Gate-type map:
(4 px per µm)
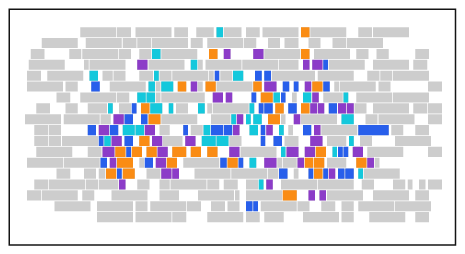
Pin map:
(4 px per µm) Pins as bars across the die edge, other pins in gray.
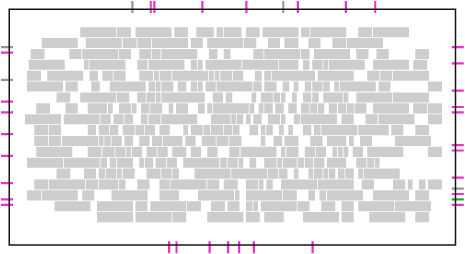
Metal 4:
(4 px per µm)
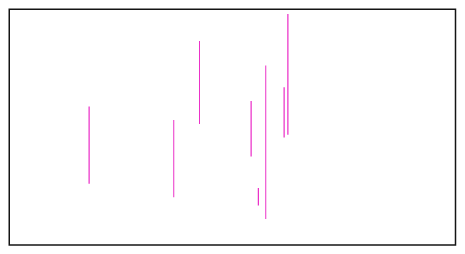
Signal wires by layer:
(3 px per µm) Two of the layers only.
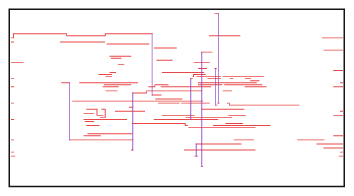
### src/rtl/medidor_frequencia.sv
// Period meter: counts clk cycles between rising edges of a slow asynchronous input.
// Optional glitch filter on the synchronized input is enabled by defining MEDIDOR_FILTRO_EN.
module medidor_frequencia #(
   parameter int CNT_W      = 32,
   parameter int MAX_PERIOD = 100_000_000,
   parameter int DEB_CYCLES = 4
) (
   input  logic             clk,
   input  logic             rst,
   input  logic             sig_in,
   output logic [CNT_W-1:0] periodo,
   output logic             valido,
   output logic             timeout,
   output logic             ativo
);

   typedef enum logic [1:0] {OCIOSO, MEDINDO, ESTOURO} estado_t;

   localparam logic [CNT_W-1:0] MAX_CNT = CNT_W'(MAX_PERIOD);
   localparam logic [CNT_W-1:0] UM      = CNT_W'(1);

   if (DEB_CYCLES < 1 || longint'(MAX_PERIOD) >= (longint'(1) << CNT_W)) begin : g_param_check
      $error("medidor_frequencia: DEB_CYCLES must be >= 1 and MAX_PERIOD < 2**CNT_W");
   end

   logic             sync_p0, sync_p1;
   logic             nivel, hist;
   logic             borda;
   estado_t          estado, estado_nxt;
   logic [CNT_W-1:0] cnt, cnt_nxt, periodo_nxt;
   logic             valido_nxt;

   // stage 0/1: two-flop synchronizer for the asynchronous input
   always_ff @(posedge clk or negedge rst) begin
      if (!rst) begin
         sync_p0 <= 1'b0;
         sync_p1 <= 1'b0;
      end else begin
         sync_p0 <= sig_in;
         sync_p1 <= sync_p0;
      end
   end

`ifdef MEDIDOR_FILTRO_EN
   localparam int DEB_W = $clog2(DEB_CYCLES + 1);
   logic [DEB_W-1:0] deb_cnt;

   // filter stage: level follows the input only after DEB_CYCLES consecutive disagreeing samples
   always_ff @(posedge clk or negedge rst) begin
      if (!rst) begin
         nivel   <= 1'b0;
         deb_cnt <= '0;
      end else if (sync_p1 == nivel) begin
         deb_cnt <= '0;
      end else if (deb_cnt == DEB_W'(DEB_CYCLES - 1)) begin
         nivel   <= sync_p1;
         deb_cnt <= '0;
      end else begin
         deb_cnt <= deb_cnt + DEB_W'(1);
      end
   end
`else
   assign nivel = sync_p1;
`endif

   // stage 2: history flop for edge detection
   always_ff @(posedge clk or negedge rst) begin
      if (!rst) hist <= 1'b0;
      else      hist <= nivel;
   end

   assign borda = nivel & ~hist;

   always_comb begin
      estado_nxt  = estado;
      cnt_nxt     = cnt;
      periodo_nxt = periodo;
      valido_nxt  = 1'b0;
      case (estado)
         OCIOSO: begin
            if (borda) begin
               estado_nxt = MEDINDO;
               cnt_nxt    = UM;
            end
         end
         MEDINDO: begin
            // an edge coinciding with the limit still counts as a valid period
            if (borda) begin
               periodo_nxt = cnt;
               valido_nxt  = 1'b1;
               cnt_nxt     = UM;
            end else if (cnt == MAX_CNT) begin
               estado_nxt  = ESTOURO;
               periodo_nxt = '0;
            end else begin
               cnt_nxt = cnt + UM;
            end
         end
         ESTOURO: begin
            if (borda) begin
               estado_nxt = MEDINDO;
               cnt_nxt    = UM;
            end
         end
         default: estado_nxt = OCIOSO;
      endcase
   end

   // stage 3: state and registered outputs
   always_ff @(posedge clk or negedge rst) begin
      if (!rst) begin
         estado  <= OCIOSO;
         cnt     <= '0;
         periodo <= '0;
         valido  <= 1'b0;
         timeout <= 1'b0;
         ativo   <= 1'b0;
      end else begin
         estado  <= estado_nxt;
         cnt     <= cnt_nxt;
         periodo <= periodo_nxt;
         valido  <= valido_nxt;
         timeout <= (estado_nxt == ESTOURO);
         ativo   <= (estado_nxt == MEDINDO);
      end
   end

endmodule

### config.mk
export PLATFORM = sky130hd
export DESIGN_NAME = medidor_frequencia
export DESIGN_NICKNAME = d
export VERILOG_FILES = /design/src/rtl/medidor_frequencia.sv
export SDC_FILE = /design/constraint.sdc
export NUM_CORES = 1
export LEC_CHECK = 0
export CAP_MARGIN = 30
export CORE_ASPECT_RATIO = 0.5
export CORE_MARGIN = 3
export CORE_UTILIZATION = 60
export CTS_CLUSTER_DIAMETER = 30
export DETAILED_ROUTE_END_ITERATION = 10
export MAX_ROUTING_LAYER = met4
export PLACE_DENSITY_LB_ADDON = 0.25
export RECOVER_POWER = 100
export REMOVE_ABC_BUFFERS = 1
export SLEW_MARGIN = 20
export SYNTH_ARGS = -nofsm -noshare
export SYNTH_HDL_FRONTEND = slang
export SYNTH_SLANG_ARGS = --single-unit
### constraint.sdc
create_clock -name clk -period 6.17 [get_ports clk]
set_input_delay 0.9255 -clock clk [delete_from_list [all_inputs] [get_ports clk]]
set_output_delay 0.9255 -clock clk [all_outputs]
set_load 0.005 [all_outputs]
==> flow_metrics.env <==
# yosys + openroad results
export IMPL_avgSynthCellArea_um2=10.74
export IMPL_coreArea_um2=5135
export IMPL_post_dp_hpwl_um=5143
export IMPL_wl_met1_um=3611
export IMPL_rows=18
export IMPL_post_synth_inst_count=309
export IMPL_warning_count=26
export IMPL_grt_max_degree=73
export IMPL_met2_length_um=3417
export IMPL_clock_latency_ns=0.35
export IMPL_synth_edff_count=0
export IMPL_irDropWorstVdd_mv=0.1659
export IMPL_fin_crit_sh_pct=65.76
export IMPL_hold_depth=0
export IMPL_regArea_um2=1802
export IMPL_clk_pin_slew_ns=0.07
export IMPL_initial_core_util_pct=64.62
export IMPL_ant_nets=0
export IMPL_violations="capacitance limit, slew limit"
export IMPL_power_density_nw_per_um2=260.5
export IMPL_synth_dominant_cell_count="dfrtp_1"
export IMPL_root_buffer="clkbuf_8"
export IMPL_htreeDepth=3
export IMPL_cp_arrival_ns=4.28
export IMPL_cpPeakStageDelay_ns=1.57
export IMPL_diodes=0
export IMPL_cp_slowest_cell="o21ai_0"
export IMPL_fin_tns_setup_ns=0
export IMPL_cp_start_kind="flop"
export IMPL_drive_gt1_share_pct=6.069
export IMPL_hold_viol=0
export IMPL_chip_area_um2=6513
export IMPL_drt_pass1_iter_count=5
export IMPL_reg2reg_to="cnt[25]"
export IMPL_hold_path_startpoint="sync_p0"
export IMPL_routed_top_layer="met4"
export IMPL_power_switching_uw=248.5
export IMPL_slew_violations=89
export IMPL_synth_seq_share_pct=54.30
export IMPL_fin_crit_ns=4.057
export IMPL_ys_flops=72
export IMPL_cap_violations=3
export IMPL_netlist_top_cells_count="dfrtp_1 (72), a22o_1 (33), nand2_1 (19)"
export IMPL_p_comb_share_pct=9.0
export IMPL_nets=346
export IMPL_yosys_stat_cells=309
export IMPL_hold_buffers=0
export IMPL_crit_fanout=24
export IMPL_ys_chip_area_um2=3318
export IMPL_clk_path_buf_depth=2
export IMPL_fmax_mhz=246.5
export IMPL_post_cts_setup_buffers=0
export IMPL_end_kind="flop"
export IMPL_clock_skew_ns=0.009365
export IMPL_p_sw_share_pct=24.29
export IMPL_io_buffers=37
export IMPL_ys_types=45
export IMPL_synthFlopType="dfrtp_1"
export IMPL_cts_tree="done"
export IMPL_reg2regPathDepth=6
export IMPL_fill_cells=360
export IMPL_vias_per_cell=6.700
export IMPL_drc=0
export IMPL_finalSetupViolations=0
export IMPL_cts_buffers=9
export IMPL_yosysWarnings=0
export IMPL_syn2layout_area_growth_pct=18.33
export IMPL_rsz0062_at_grt="no"
export IMPL_tightest_slew_ns=2.482
export IMPL_netlist_area_um2=3318
export IMPL_status="complete, but fails checks"
export IMPL_rrSetupSlack_ns=2.11
export IMPL_grt_pass1_vias=2737
export IMPL_netlist_area_leader_share_pct=54.30
export IMPL_wl_met3_um=743
export IMPL_grt_remaining_overflow=0
export IMPL_drt_iter0_markers=201
export IMPL_holdPathEnd="nivel"
export IMPL_holdWs_ns=0.3543
export IMPL_p_int_uw=774.3
export IMPL_synthArstFlopShare_pct=100.0
export IMPL_seqPwrFrac_pct=50.9
export IMPL_clkPwrFrac_pct=40.1
export IMPL_utilization_pct=76.46
export IMPL_required_ns=6.40
export IMPL_path_cells="nor4_1, nand4_1, o21ai_0, clkbuf_1, nor3_1, a211o_1"
export IMPL_top_cells_by_area="dfrtp_1 (54%), a22o_1 (8.7%), or4_1 (2.9%)"
export IMPL_cts_sinks=72
export IMPL_ioPinCount=38
export IMPL_timing_slew_headroom_pct=-65.46
export IMPL_cts_resized=0
export IMPL_rr_startpoint="cnt[7]"
export IMPL_logic_area_um2=1383
export IMPL_leakage_nw=1.764
export IMPL_path_class="flop to flop"
export IMPL_yosys_area_top_type="dfrtp_1"
export IMPL_antenna_found_initial=0
export IMPL_grt_pass1_wl_um=13560
export IMPL_place_congestion=0.9405
export IMPL_hold_path_class="flop to flop"
Back to the opening pictures, 'gate-type map':
family	color	cells
nand cells	blue	44
nor cells	cyan	36
aoi and oai cells	purple	45
and/or cells	orange	31

Back to the opening pictures, 'pin map':
port	color	pins	direction	edge
valido	green	1	output	east
periodo	magenta	32	output	10 east, 8 west, 7 north, 7 south
Die Ht: 58.59 µm
Die W: 111.2 µm

Back to the opening pictures, 'metal 4':
longest straight run	38.1 µm
share of all routed wire	2.0%
nets with wire on the layer	6
wire length on this layer	156 µm
DRT Wirelength: 7929 µm
DR vias: 2787

Back to the opening pictures, 'signal wires by layer':
layer	color	wire length
M3	red	743 µm
M4	purple	156 µm
GRT Resource Usage Total: 27.52%
WL per Instance: 19.06 µm

[per-layer routing]
metal  vias to the layer above  GRT usage (%)
met5                         -              -
met4                         0          9.705
met3                        20          8.419
met2                       161          38.82
met1                      1351          38.18
li1                       1255              -
[cell usage in the layout, fill, tap and decap left out, types with 8 or more instances in the layout]
cell           instances
dfrtp_1               72
nand3_1                9
nand2_1               19
dlygate4sd3_1         36
a22o_1                33
o31ai_1                9
nor3_1                 8
nor2_1                13
a21oi_1               14
clkbuf_8              10
nand4_1               10
inv_1                 10
or4_1                 14
o21ai_0                9
[power groups by stage]
stage | sequential [mW] | clock (mW) | combinational [mW]
final | 0.520 | 0.410 | 0.0921
after global routing | 0.524 | 0.436 | 0.101
after CTS | 0.520 | 0.416 | 0.0984
after detailed placement | 0.529 | 0 | 0.0942
after global placement | 0.527 | 0 | 0.0923
after floorplan | 0.524 | 0 | 0.0446
[state kept, by name, indices dropped and copies added, names as in the netlist]
| register | flops |
|---|---|
| cnt | 32 |
| hist | 1 |
| periodo | 32 |
| estado | 2 |
| nivel | 1 |
| valido | 1 |
| ativo | 1 |
| sync_p0 | 1 |
| timeout | 1 |
[final cells by class]
| class | count | area share, % |
|---|---|---|
| Inverter | 10 | 0.9560 |
| Sequential cell | 72 | 45.89 |
| Timing Repair Buffer | 44 | 10.07 |
| Multi-Input combinational cell | 204 | 35.21 |
| Tap cell | 70 | 2.231 |
| Clock buffer | 11 | 3.601 |
| Clock inverter | 5 | 2.040 |
[per-stage QoR]
step	worst slack, ns	std cells	instance area (µm²)	total power [mW]
finish	2.113	416	3926	1.023
detailed placement	3.584	399	3734	0.6234
global placement	3.666	399	3734	0.6195
CTS	3.552	415	3955	1.035
floorplan	3.194	286	3226	0.5684
global route	1.651	416	3926	1.060
[critical path, delay by kind of cell (launching register included)]
kind,cells,cell delay [ns]
buffers and inverters,1,0.79
AND/OR/NAND/NOR,3,0.77
flip-flops,1,0.50
AND-OR/OR-AND,2,1.87
[kinds of logic after synthesis]
kind of cell             after synthesis  share of synthesized area (%)
AND-OR/OR-AND                         86                          19.42
XOR/XNOR                               4                          1.056
adder cells (fa/ha/maj)                2                         0.7540
buffers and inverters                 33                          3.921
flip-flops                            72                          54.30
multiplexers                           1                         0.3017
AND/OR/NAND/NOR                      111                          20.25
[how the worst max path moves through the flow]
stage,start,to,cells after the start
floorplan,cnt[0],cnt[22],7
global placement,cnt[7],cnt[25],6
detailed placement,cnt[10],cnt[25],6
CTS,cnt[0],cnt[25],8
global route,rst,cnt[26],3
finish,cnt[7],cnt[25],6
No activity file was given, so power comes from the tool's default toggle rates.
